File: src/rtl/alu_cmd_sequencer.sv
// alu_cmd_sequencer
//   Command front-end for the ALU top level. Commands (A, B, FUNC) are buffered
//   in a FIFO behind a valid/ready handshake. They are issued one at a time to
//   the ALU. The registered result of the enabled unit is captured one cycle
//   later, zero-extended, and held on a valid/ready result port.
//
// Ports
//   CLK, RST                      clock, asynchronous active-high reset
//   CMD_VALID/CMD_READY           command handshake; CMD_A, CMD_B, CMD_FUNC payload
//   ALU_A/ALU_B/ALU_FUNC          registered drive to the ALU
//   Arith_OUT..CMP_Flag           ALU unit results and per-unit flags
//   RES_VALID/RES_READY           result handshake; RES_DATA, RES_CARRY, RES_FUNC payload
//   ERR                           sticky flag-check error
//
// Configuration
//   ALU_SEQ_FLAG_CHECK_EN: when defined, each capture checks that only the
//   selected unit's flag is set, and sets ERR on any violation. When it is
//   undefined, ERR is tied low and the flag inputs are ignored.
module alu_cmd_sequencer #(
  parameter int unsigned OP_DATA_WIDTH = 16,
  parameter int unsigned FIFO_DEPTH    = 4,
  parameter int unsigned RES_WIDTH     = 2 * OP_DATA_WIDTH
) (
  input  logic                     CLK,
  input  logic                     RST,
  input  logic                     CMD_VALID,
  output logic                     CMD_READY,
  input  logic [OP_DATA_WIDTH-1:0] CMD_A,
  input  logic [OP_DATA_WIDTH-1:0] CMD_B,
  input  logic [3:0]               CMD_FUNC,
  output logic [OP_DATA_WIDTH-1:0] ALU_A,
  output logic [OP_DATA_WIDTH-1:0] ALU_B,
  output logic [3:0]               ALU_FUNC,
  input  logic [RES_WIDTH-1:0]     Arith_OUT,
  input  logic                     Carry_OUT,
  input  logic                     Arith_Flag,
  input  logic [OP_DATA_WIDTH-1:0] Logic_OUT,
  input  logic                     Logic_Flag,
  input  logic [OP_DATA_WIDTH-1:0] Shift_OUT,
  input  logic                     Shift_Flag,
  input  logic [2:0]               CMP_OUT,
  input  logic                     CMP_Flag,
  output logic                     RES_VALID,
  input  logic                     RES_READY,
  output logic [RES_WIDTH-1:0]     RES_DATA,
  output logic                     RES_CARRY,
  output logic [3:0]               RES_FUNC,
  output logic                     ERR
);

  localparam int unsigned PTR_W = (FIFO_DEPTH > 1) ? $clog2(FIFO_DEPTH) : 1;
  localparam int unsigned CNT_W = $clog2(FIFO_DEPTH + 1);

  localparam logic [1:0] S_IDLE    = 2'd0;
  localparam logic [1:0] S_ISSUE   = 2'd1;
  localparam logic [1:0] S_CAPTURE = 2'd2;
  localparam logic [1:0] S_OUTPUT  = 2'd3;

  localparam logic [1:0] G_ARITH = 2'b00;
  localparam logic [1:0] G_LOGIC = 2'b01;
  localparam logic [1:0] G_CMP   = 2'b10;
  localparam logic [1:0] G_SHIFT = 2'b11;

  typedef struct packed {
    logic [OP_DATA_WIDTH-1:0] a;
    logic [OP_DATA_WIDTH-1:0] b;
    logic [3:0]               func;
  } cmd_t;

  logic [1:0]           state_q, state_d;
  cmd_t                 mem [FIFO_DEPTH];
  logic [PTR_W-1:0]     wr_ptr_q, rd_ptr_q;
  logic [CNT_W-1:0]     count_q;
  logic                 fifo_full, fifo_empty;
  logic                 push_c, pop_c, capture_c, res_take_c;
  cmd_t                 head_c;
  logic [RES_WIDTH-1:0] sel_data_c;
  logic                 sel_carry_c;

  logic [OP_DATA_WIDTH-1:0] alu_a_q, alu_b_q;
  logic [3:0]               alu_func_q;
  logic                     res_valid_q, res_carry_q;
  logic [RES_WIDTH-1:0]     res_data_q;
  logic [3:0]               res_func_q;

  // FIFO status and handshakes; pops only from IDLE, so a push is never bypassed
  assign fifo_full  = (count_q == CNT_W'(FIFO_DEPTH));
  assign fifo_empty = (count_q == '0);
  assign CMD_READY  = !fifo_full && !RST;
  assign push_c     = CMD_VALID && CMD_READY;
  assign pop_c      = (state_q == S_IDLE) && !fifo_empty;
  assign capture_c  = (state_q == S_CAPTURE);
  assign res_take_c = (state_q == S_OUTPUT) && RES_READY;
  assign head_c     = mem[rd_ptr_q];

  // FIFO storage: entries are only read after being written, so no reset needed
  always_ff @(posedge CLK) begin
    if (push_c) begin
      mem[wr_ptr_q] <= '{a: CMD_A, b: CMD_B, func: CMD_FUNC};
    end
  end

  // FIFO pointers and occupancy
  always_ff @(posedge CLK or posedge RST) begin
    if (RST) begin
      wr_ptr_q <= '0;
      rd_ptr_q <= '0;
      count_q  <= '0;
    end else begin
      if (push_c) wr_ptr_q <= wr_ptr_q + PTR_W'(1);
      if (pop_c)  rd_ptr_q <= rd_ptr_q + PTR_W'(1);
      case ({push_c, pop_c})
        2'b10:   count_q <= count_q + CNT_W'(1);
        2'b01:   count_q <= count_q - CNT_W'(1);
        default: count_q <= count_q;
      endcase
    end
  end

  // State register
  always_ff @(posedge CLK or posedge RST) begin
    if (RST) state_q <= S_IDLE;
    else     state_q <= state_d;
  end

  // Next-state logic
  always_comb begin
    state_d = state_q;
    case (state_q)
      S_IDLE:    if (!fifo_empty) state_d = S_ISSUE;
      S_ISSUE:   state_d = S_CAPTURE;
      S_CAPTURE: state_d = S_OUTPUT;
      S_OUTPUT:  if (RES_READY) state_d = S_IDLE;
      default:   state_d = S_IDLE;
    endcase
  end

  // Result select by function group; carry is meaningful only for arith
  always_comb begin
    sel_data_c  = '0;
    sel_carry_c = 1'b0;
    case (alu_func_q[3:2])
      G_ARITH: begin
        sel_data_c  = Arith_OUT;
        sel_carry_c = Carry_OUT;
      end
      G_LOGIC: sel_data_c = RES_WIDTH'(Logic_OUT);
      G_CMP:   sel_data_c = RES_WIDTH'(CMP_OUT);
      G_SHIFT: sel_data_c = RES_WIDTH'(Shift_OUT);
      default: sel_data_c = '0;
    endcase
  end

  // ALU drive and result registers
  always_ff @(posedge CLK or posedge RST) begin
    if (RST) begin
      alu_a_q     <= '0;
      alu_b_q     <= '0;
      alu_func_q  <= '0;
      res_valid_q <= 1'b0;
      res_data_q  <= '0;
      res_carry_q <= 1'b0;
      res_func_q  <= '0;
    end else begin
      if (pop_c) begin
        alu_a_q    <= head_c.a;
        alu_b_q    <= head_c.b;
        alu_func_q <= head_c.func;
      end
      if (capture_c) begin
        res_valid_q <= 1'b1;
        res_data_q  <= sel_data_c;
        res_carry_q <= sel_carry_c;
        res_func_q  <= alu_func_q;
      end else if (res_take_c) begin
        res_valid_q <= 1'b0;
      end
    end
  end

`ifdef ALU_SEQ_FLAG_CHECK_EN
  logic [3:0] flags_c;
  logic [3:0] flags_exp_c;
  logic       err_q;

  // Flag vector indexed by group: bit0 arith, bit1 logic, bit2 cmp, bit3 shift
  assign flags_c     = {Shift_Flag, CMP_Flag, Logic_Flag, Arith_Flag};
  assign flags_exp_c = 4'b0001 << alu_func_q[3:2];

  // Sticky error: only the selected unit's flag may be high at capture
  always_ff @(posedge CLK or posedge RST) begin
    if (RST)                                       err_q <= 1'b0;
    else if (capture_c && (flags_c != flags_exp_c)) err_q <= 1'b1;
  end

  assign ERR = err_q;
`else
  logic unused_flags;
  assign unused_flags = ^{Arith_Flag, Logic_Flag, CMP_Flag, Shift_Flag};
  assign ERR = 1'b0;
`endif

  assign ALU_A     = alu_a_q;
  assign ALU_B     = alu_b_q;
  assign ALU_FUNC  = alu_func_q;
  assign RES_VALID = res_valid_q;
  assign RES_DATA  = res_data_q;
  assign RES_CARRY = res_carry_q;
  assign RES_FUNC  = res_func_q;

endmodule

File: config.mk
export PLATFORM = sky130hd
export DESIGN_NAME = alu_cmd_sequencer
export DESIGN_NICKNAME = d
export VERILOG_FILES = /design/src/rtl/alu_cmd_sequencer.sv
export SDC_FILE = /design/constraint.sdc
export NUM_CORES = 1
export LEC_CHECK = 0
export CAP_MARGIN = 20
export CORE_UTILIZATION = 51
export CTS_CLUSTER_SIZE = 25
export DETAILED_ROUTE_END_ITERATION = 10
export PLACE_DENSITY = 0.85
export REMOVE_ABC_BUFFERS = 1
export SLEW_MARGIN = 20
export SYNTH_ARGS = -nofsm -noshare
export SYNTH_HDL_FRONTEND = slang
export SYNTH_SLANG_ARGS = --single-unit
File: constraint.sdc
create_clock -name CLK -period 3.2 [get_ports CLK]
set_input_delay 0.8 -clock CLK [delete_from_list [all_inputs] [get_ports CLK]]
set_output_delay 0.8 -clock CLK [all_outputs]
set_load 0.02 [all_outputs]
==> results.toml <==
# physical design summary
[cells_and_area]
fill_cells = 1087
area_growth_syn_to_layout_pct = 32.78

[yosys]
synth_area_leader_cell = "edfxtp_1"
syn_inst = 530
topCellsByArea = "edfxtp_1, dfrtp_1, mux4_2, nand2_1, mux2_2"
yosysSeqAreaShare = 0.7240
common_cells = "edfxtp_1, nand2_1, dfrtp_1"
top_area_frac = 0.4891
ys_cells = 530
synth.most_common_cell = "edfxtp_1"

[sta]
grt_setup_unrepaired = "no"
fin_ws_ns = 0.2920

[placed_design]
place.gp.congestion = 0.8656
place_area_um2 = 10960

[worst_setup_path]
endpoint_kind = "primary output"
cp_cell_sequence = "clkdlybuf4s50_1 > a21oi_1 > clkdlybuf4s50_1"
path_class = "in2out"

[run]
cap_violations = 0
warnings = 35

[detailed_routing]
viasPerCell = 5.397
drc = 0
first_iter_violations = 234
first_pass_iters = 4

[pwr]
power_frac_seq = 0.388
power_density_nw_per_um2 = 960.4
p_clk_frac = 0.242

[clocking]
htree_levels = 1
clockBufferDepth = 3

[status]
outcome = "finished clean"

[global_route]
grt_max_degree = 39
track_usage = 0.2183

[floorplanning]
die_h_um = 133.7
[metrics by stage]
stage	hold slack [ns]	instances
after floorplan	0.5091	502
after global placement	0.4591	917
after detailed placement	0.4610	917
after CTS	0.4800	957
after global routing	0.5080	957
final	0.4750	957
[cells in the final DEF, fill, tap and decap left out, types with 2 or more instances in the layout]
cell type,count
and2_2,4
buf_4,7
ha_1,9
mux2i_1,2
clkinv_2,5
clkbuf_8,2
nand2_1,112
inv_1,11
mux4_2,39
bufinv_16,4
buf_12,6
nor2_1,30
a21oi_1,2
clkbuf_16,23
a221oi_1,13
edfxtp_1,144
a22o_1,17
clkbuf_1,3
xnor2_1,4
clkinvlp_4,2
dfrtp_1,81
dfrtp_2,2
xor2_1,2
clkdlybuf4s50_1,182
mux2_2,22
[power groups by stage]
stage               combinational, uW  clock [uW]  sequential (uW)
floorplan                        1780           0             5010
global placement                 4070           0             4390
detailed placement               4200           0             4440
CTS                              4240        2780             4390
global route                     4530        2880             4470
finish                           4180        2720             4370
[registers in the layout, summed over array words and instances (netlist names)]
signal	count
RES_VALID	1
RES_FUNC	4
RES_CARRY	1
mem	144
rd_ptr_q	2
state_q	2
ALU_B	16
RES_DATA	32
ALU_A	16
count_q	3
wr_ptr_q	2
ALU_FUNC	4
[critical path, delay by kind of cell]
family / cells / cell delay [ns]
buffers and inverters: 2 / 1.13
AOI/OAI and AO/OA: 1 / 0.17
[layer usage]
layer | part of all wire | up-vias | global-route usage
li1 | - | 2336 | -
met1 | 0.38 | 2594 | 0.2583
met2 | 0.52 | 202 | 0.3993
met3 | 0.080 | 33 | 0.05023
met4 | 0.022 | 0 | 0.05808
met5 | 0 | - | 0
[logic make-up (layout without fill, tap and decap cells)]
family                     count (synthesis)  count (layout)  share of synthesized area
buffers and inverters                     40             247                    0.02477
and+or+nand+nor                          149             149                    0.06623
muxes                                     63              63                     0.1296
DFF                                      227             227                     0.7240
AOI/OAI and AO/OA                         34              34                    0.03397
other                                      1               1                  0.0004242
adders and majority gates                 10              10                    0.01500
xor gates and xnor gates                   6               6                   0.005944
[path summary, 6_finish.rpt]
kind	from	endpoint	slack, ns	cells past startpoint
worst max-delay path	RST	CMD_READY	0.29	3
worst min-delay path	ALU_B[0]	ALU_B[0]	0.47	2
worst max register to register	state_q[0]	RES_CARRY	0.88	7
worst min register to register	ALU_B[0]	ALU_B[0]	0.47	2
max in group asynchronous	RST	ALU_B[1]	1.80	3
min in group asynchronous	RST	count_q[2]	0.80	2
[cell type report]
| class | instances | area, um^2 | area share |
|---|---|---|---|
| clock buffer | 28 | 614.3 | 0.05233 |
| clock inverter | 12 | 163.9 | 0.01396 |
| inverter | 12 | 47.55 | 0.004050 |
| multi-input combinational | 263 | 2240 | 0.1908 |
| sequential | 227 | 6404 | 0.5455 |
| tap | 220 | 275.3 | 0.02345 |
| timing repair buffer | 195 | 1994 | 0.1699 |
==> images/layer_met3.png <==
Drawn at 4 px/um.
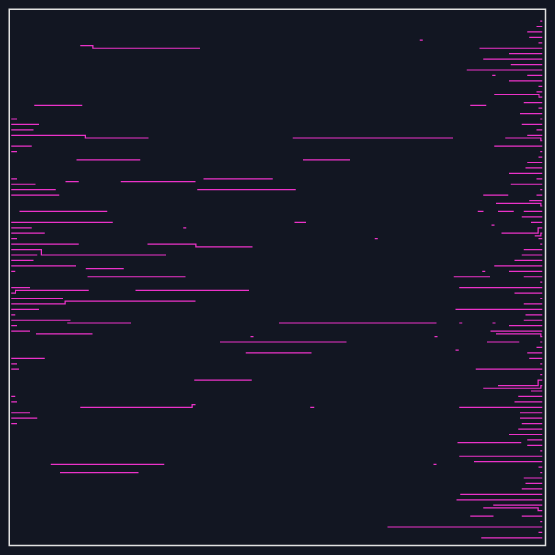
The layer holds 8.0% of the routed length. 151 nets have wire on it. The layer carries 1530 um of wire. The longest straight run is 39.8 um. The wires run mostly horizontal.
wirelength, routed: 19040 um
Global Route met3 Usage: 0.05023
via count: 5165

==> images/flops_by_reg.png <==
Drawn at 3 px/um. Other sequential cells in the stronger grey, the rest of the logic in the fainter grey.
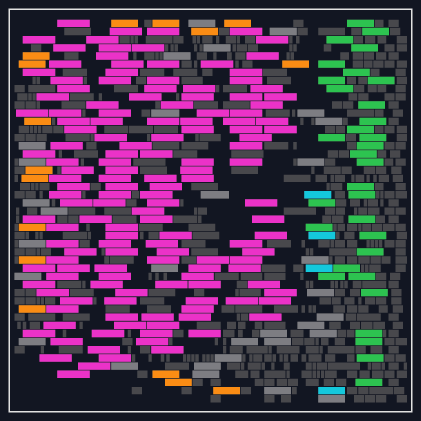
`ALU_A`: marked orange, flops 16. `mem`: marked magenta, flops 144. `RES_DATA`: marked green, flops 32, where a vertical strip on the right. `RES_FUNC`: marked cyan, flops 4.
Another 31 sequential cells are not coloured.
flop share of the area: 0.5455
Finished Core Util: 0.7004
Sequential cell area: 6404 um^2
sequential cell power: 4370 uW

Power figures rest on the tool's default switching activity, not on a simulated workload.
